==> config.mk <==
export PLATFORM = sky130hd
export DESIGN_NAME = spi_reg_periph
export DESIGN_NICKNAME = d
export VERILOG_FILES = /design/src/rtl/spi_reg_periph.sv
export SDC_FILE = /design/constraint.sdc
export NUM_CORES = 1
export LEC_CHECK = 0
export CAP_MARGIN = 30
export CORE_AREA = 2 2 100 102
export DETAILED_ROUTE_END_ITERATION = 8
export DIE_AREA = 0 0 102 104
export PLACE_DENSITY_LB_ADDON = 0.15
export SKIP_CTS_REPAIR_TIMING = 1
export SYNTH_ARGS = -nofsm -noshare
export SYNTH_HDL_FRONTEND = slang
export SYNTH_SLANG_ARGS = --single-unit
==> constraint.sdc <==
create_clock -name clk -period 2.5 [get_ports clk]
set_input_delay 0.625 -clock clk [delete_from_list [all_inputs] [get_ports clk]]
set_output_delay 0.625 -clock clk [all_outputs]
set_load 0.1 [all_outputs]
**Run 1: congestion heat map**

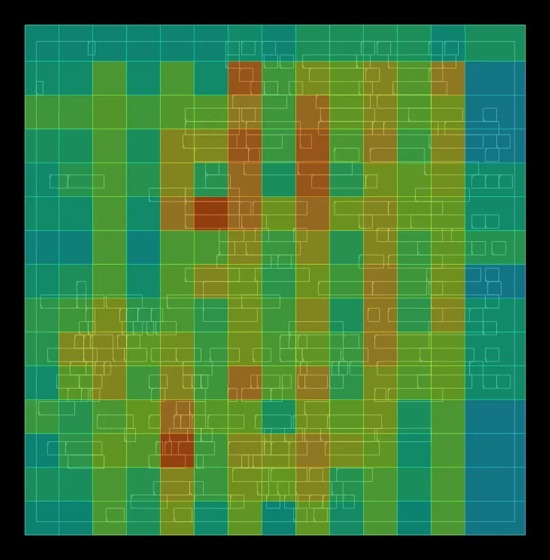
GR Layer Usage met1: 13.5%
DR WL/cell: 13.9 µm

**Run 1: wiring by layer**

Only two layers are drawn.
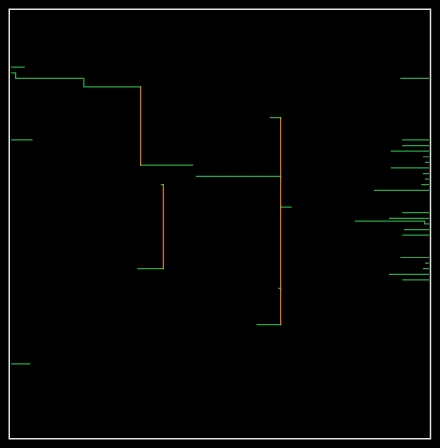
orange -> met4  # wire length 89.8 µm
green -> met3  # wire length 223 µm
Routed WL: 5240 µm
gr usage total: 10.3%
vias after detailed routing: 1542

**Run 1: pin map**

Pins as bars across the die edge, other pins in grey.
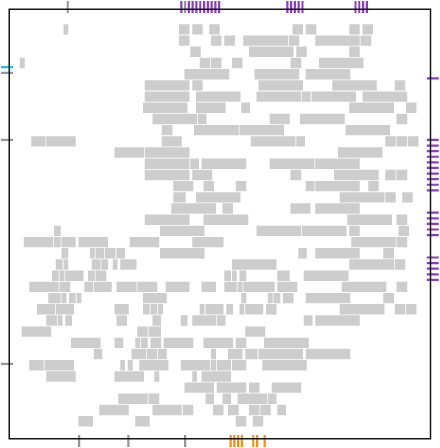
cyan -> `CIPO_oe`  # pins 1, direction output, edge left
purple -> `regs_flat`  # pins 40, direction output, edge 21 right, 19 top
orange -> `wr_addr`  # pins 7, direction output, edge bottom
all pins by edge = 21 top, 21 right, 10 bottom, 4 left
die y size: 104 µm
chip width: 102 µm
count of input and output buffers: 53

==> flow_metrics.tcl, run 1 <==
# yosys + openroad results
set metrics [dict create \
    setup_viol 0 \
    place_area_um2 3410 \
    ant_nets 0 \
    clockBufferDepth 2 \
    finalClockSkew_ps 13.7 \
    h-tree-depth 3 \
    placementRows 36 \
    fmax_mhz 498 \
    grt_max_degree 17 \
    vdd_drop_max_mv 0.241 \
    rsz0062_at_grt "no" \
    cts_buffers 9 \
    period_used_pct 80.3 \
    reg2regPathDepth 4 \
    largest_register_ffs 40 \
    ys_seq_elements 80 \
    layout_min_cycle_time_ps 2010 \
    ios 56 \
    final_cell_mix "57 x buf_4, 56 x edfxtp_1, 24 x dfxtp_1" \
    fp_util_pct 29.3 \
    drc 0 \
    cts_tree "yes" \
    yosys_area_um2 2800 \
    p_per_area_nw_per_um2 760 \
    tightest_slew_ps 575 \
    top_area_share_pct 60.0 \
    dieArea_um2 10600 \
    edf_count 56 \
    slew_headroom_pct 61.1 \
    slew_violations 0 \
    crit_required_ps 2480 \
    syn_area_um2 2800 \
    largest_area_cell "edfxtp_1" \
    cts-root-buf "clkbuf_8" \
    hold_viol_final 0 \
    r2r_slack_ps 490 \
    nets 249 \
    final_common_cell "buf_4" \
    gp_congestion 0.754 \
    status "complete, no violations" \
    hold_depth 0 \
    synthFlopType "edfxtp_1" \
    yosys.stat.seqShare_pct 77.2 \
    maxCapViolations 0 \
    cp_max_fo 8 \
    tns_ps 0 \
    antenna_found_initial 0 \
    core_um2 9550 \
    avgViaCountPerCell 4.08 \
    insertedDiodeCount 0 \
    grt_pass1_wl_um 8160 \
    drive_above_1_share_pct 33.9 \
    syn-mean-instance-area_um2 16.3 \
    hp-class "flip-flop to flip-flop" \
    syn_inst 172 \
    area_growth_pct 28.2 \
    area_leaders "edfxtp_1 60%, dfxtp_1 17%, and2_1 1.8%, ha_1 1.8%, mux2i_1 1.4%" \
    p_leak_nw 1.36 \
    clkSlewWorstSetupHoldPaths_ps 90 \
    async_flop_share_pct 0 \
    yosys_warnings 0 \
    drt_iter0_drc 23 \
    dp_hpwl_um 3630 \
    clock_latency_ps 340 \
    crit_type "flip-flop to flip-flop" \
    tool_warnings 28 \
    stdcell_area_um2 3590 \
    overflow 0 \
    synth_cell_type_count 40 \
    crit_path_end_kind "flip-flop" \
    worstSetupStartpointType "flip-flop" \
    ys_cells 172 \
    first_pass_iters 4 \
    worstPathArrival_ps 1990 \
    cts_sinks 80 \
    grt_pass1_vias 1501 \
]
==> run 1: cells in the mapped netlist, types with 2 or more instances <==
library cell  number
dfxtp_1           24
nor3_1             3
inv_1              6
edfxtp_1          56
ha_1               4
a31oi_1            3
nor2_1             7
and2_1             8
o21ai_0            3
nand2b_1           2
a211oi_1           2
o21ai_1            2
buf_4              3
and3_1             5
nand2_1            8
mux2i_1            4
nand3_1            4
o211ai_1           2
a21oi_1            5
==> run 1: area by class of cell <==
type                    instances  area [µm²]
clock inverters                 7        60.1
well taps                     133         166
fillers                       954        5960
inverters                       6        22.5
flip-flops and latches         80        2160
multi-input cells              82         588
repair buffers                 61         468
clock buffers                   9         124
==> run 1: power breakdown <==
part	switching (mW)	internal (mW)	leakage (nW)	total, mW
clock network	0.500	0.378	0.0848	0.878
registers	0.0205	1.45	0.721	1.47
logic	0.312	0.0635	0.554	0.375
==> run 1: worst max-delay path, cell delays in order (launching register included) <==
cell and delay, ps:
edfxtp_1 440, nor4_4 380, nand3_2 110, or2_4 270, o31ai_4 450
==> run 1: logic make-up after synthesis <==
logic type,count (synthesis),share of synthesized area (%)
buf+inv,11,2.14
fa+ha+maj,4,1.79
mux,4,1.43
compound gates,23,6.07
flops,80,77.2
simple gates,49,11.3
other cells,1,0.134
==> run 1: layer usage <==
| layer | up-vias | global-route usage [%] | part of all wire (%) |
|---|---|---|---|
| met3 | 9 | 2.76 | 4.3 |
| met5 | - | 0 | 0 |
| met1 | 729 | 13.5 | 46 |
| li1 | 772 | - | - |
| met2 | 32 | 15.8 | 48 |
| met4 | 0 | 4.57 | 1.7 |
==> run 1: per-stage QoR <==
step	setup WS (ps)	util (%)	hold WS, ps	total power, mW	instances
2_1_floorplan	368	-	310	1.80	173
3_3_place_gp	400	35.7	310	1.88	362
3_5_place_dp	380	35.7	315	1.88	362
4_1_cts	472	37.6	337	2.77	378
5_1_grt	367	37.6	353	2.84	378
6_report	493	37.6	334	2.73	378
==> inputs of run 2 (changes only) <==
==> constraint.sdc (replaced) <==
create_clock -name clk -period 1.7 [get_ports clk]
set_input_delay 0.425 -clock clk [delete_from_list [all_inputs] [get_ports clk]]
set_output_delay 0.425 -clock clk [all_outputs]
set_load 0.1 [all_outputs]
**Run 2: pin map**

Pins as bars across the die edge, other pins in grey.
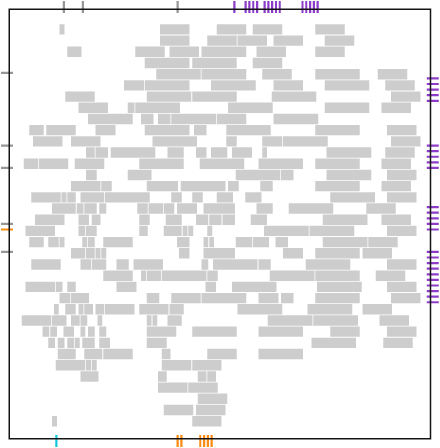
cyan -> `CIPO_oe`  # pins 1, direction output, edge bottom
orange -> `wr_addr`  # pins 7, direction output, edge 6 bottom, 1 left
purple -> `regs_flat`  # pins 40, direction output, edge 25 right, 15 top
all pins by edge = 25 right, 18 top, 7 bottom, 6 left

==> run 2 against run 1 <==
  * The flow now finishes with violations (setup timing)
  * Via count rose by 5.8%
  * Clock skew decreased by 2.0 ps
  * Clock-buffer cell count grew 1
  * Maximum frequency grew 13%
  * Combinational power grew 89%
  * Die area stayed put
  * Utilization is 9.0 points higher
  * Synthesized cell count did not move
  * Setup slack got worse by 570 ps
  * Area after synthesis is the same
  * Critical path type unchanged
  * Largest cell class unchanged
  * Largest power group unchanged
==> flow_metrics.tcl, run 2 <==
# yosys + openroad results
set metrics [dict create \
    final_cell_mix "56 x edfxtp_1, 50 x buf_12, 24 x dfxtp_1" \
    wirelength_um 5250 \
    grt_pass1_wl_um 8540 \
    worstSetupStartpointType "flip-flop" \
    core_um2 9550 \
    synth_cell_type_count 40 \
    grt_pass1_vias 1597 \
    largest_area_cell "edfxtp_1" \
    synthTopCellsByCount "56 x edfxtp_1, 24 x dfxtp_1, 8 x and2_1, 8 x nand2_1, 7 x nor2_1" \
    vdd_drop_max_mv 0.423 \
    drt_iter0_drc 70 \
    final_core_util_pct 46.6 \
    status "finished with violations" \
    slew_headroom_pct 60.9 \
    yosys_area_um2 2800 \
    crit_type "flip-flop to flip-flop" \
    final_common_cell "edfxtp_1" \
    cts_tree "yes" \
    overflow 0 \
    setup_viol 32 \
    avgViaCountPerCell 4.14 \
    syn_inst 172 \
    clock_latency_ps 350 \
    placementRows 36 \
    first_pass_iters 4 \
    crit_path_end_kind "flip-flop" \
    antenna_found_initial 0 \
    hold_viol_final 0 \
    crit_buf_inv 1 \
    yosys.stat.seqShare_pct 77.2 \
    setup_ws_ps -80.9 \
    crit_chain "nor4_4 -> nand3_2 -> or2_4 -> o31ai_4 -> buf_4" \
    dp_hpwl_um 3960 \
    routedWlPerCell_um 13.3 \
    ys_cells 172 \
    crit_required_ps 1760 \
    syn-mean-instance-area_um2 16.3 \
    clockBufferDepth 2 \
    grt_max_degree 17 \
    layout_min_cycle_time_ps 1780 \
    violations "setup timing" \
    syn_area_um2 2800 \
    ios 56 \
    yosys_warnings 0 \
    cp_num_cells 5 \
    die_w_um 102 \
    fp_util_pct 29.3 \
]
run 2: cell types whose count changed in the layout (fill, tap and decap cells not counted), sizes merged:
| cell | previous run | this run |
|---|---|---|
| bufinv | 0 | 2 |
| clkinvlp | 3 | 0 |
| clkinv | 0 | 3 |
| clkbuf | 9 | 10 |
| inv | 10 | 7 |
| buf | 57 | 73 |
run 2: metrics by stage:
stage	instances	hold WS (ps)	instance area, µm²	total power, mW	TNS (ps)
2_1_floorplan	173	310	2830	2.65	-2280
4_1_cts	394	333	4390	4.48	-2760
3_5_place_dp	378	314	4170	2.95	-3580
6_report	394	331	4450	4.42	-1540
3_3_place_gp	378	310	4170	2.95	-2700
5_1_grt	394	337	4450	4.60	-4010
run 2: metal layers:
layer / GRT usage (%) / part of all wire, % / vias up / routed length, µm
met5: 0 / 0 / - / 0
li1: - / - / 808 / -
met1: 13.9 / 45 / 768 / 2340
met4: 5.43 / 2.0 / 0 / 105
met3: 2.82 / 3.9 / 10 / 206
met2: 16.6 / 49 / 46 / 2590
run 2: kinds of logic after synthesis:
logic type | after synthesis | synth area share [%]
DFF | 80 | 77.2
and+or+nand+nor | 49 | 11.3
AOI/OAI and AO/OA | 23 | 6.07
buffers and inverters | 11 | 2.14
muxes | 4 | 1.43
adders and majority gates | 4 | 1.79
other | 1 | 0.134
run 2: area by class of cell:
| class | count | area, µm² |
|---|---|---|
| fill | 877 | 5100 |
| sequential | 80 | 2160 |
| timing repair buffer | 77 | 1240 |
| multi-input combinational | 82 | 636 |
| tap | 133 | 166 |
| clock buffer | 10 | 128 |
| clock inverter | 6 | 91.3 |
| inverter | 6 | 22.5 |
run 2: report_power, final:
| part | switching, mW | total (mW) | internal [mW] |
|---|---|---|---|
| clock network | 0.688 | 1.52 | 0.835 |
| registers | 0.0497 | 2.19 | 2.14 |
| logic | 0.470 | 0.709 | 0.239 |
run 2: worst register-to-register path, cell delays in order (launching register included):
cell	delay (ps)
edfxtp_1	430
nor4_4	320
nand3_2	110
or2_4	260
o31ai_4	200
buf_4	170
Power figures rest on the tool's default switching activity, not on a simulated workload.
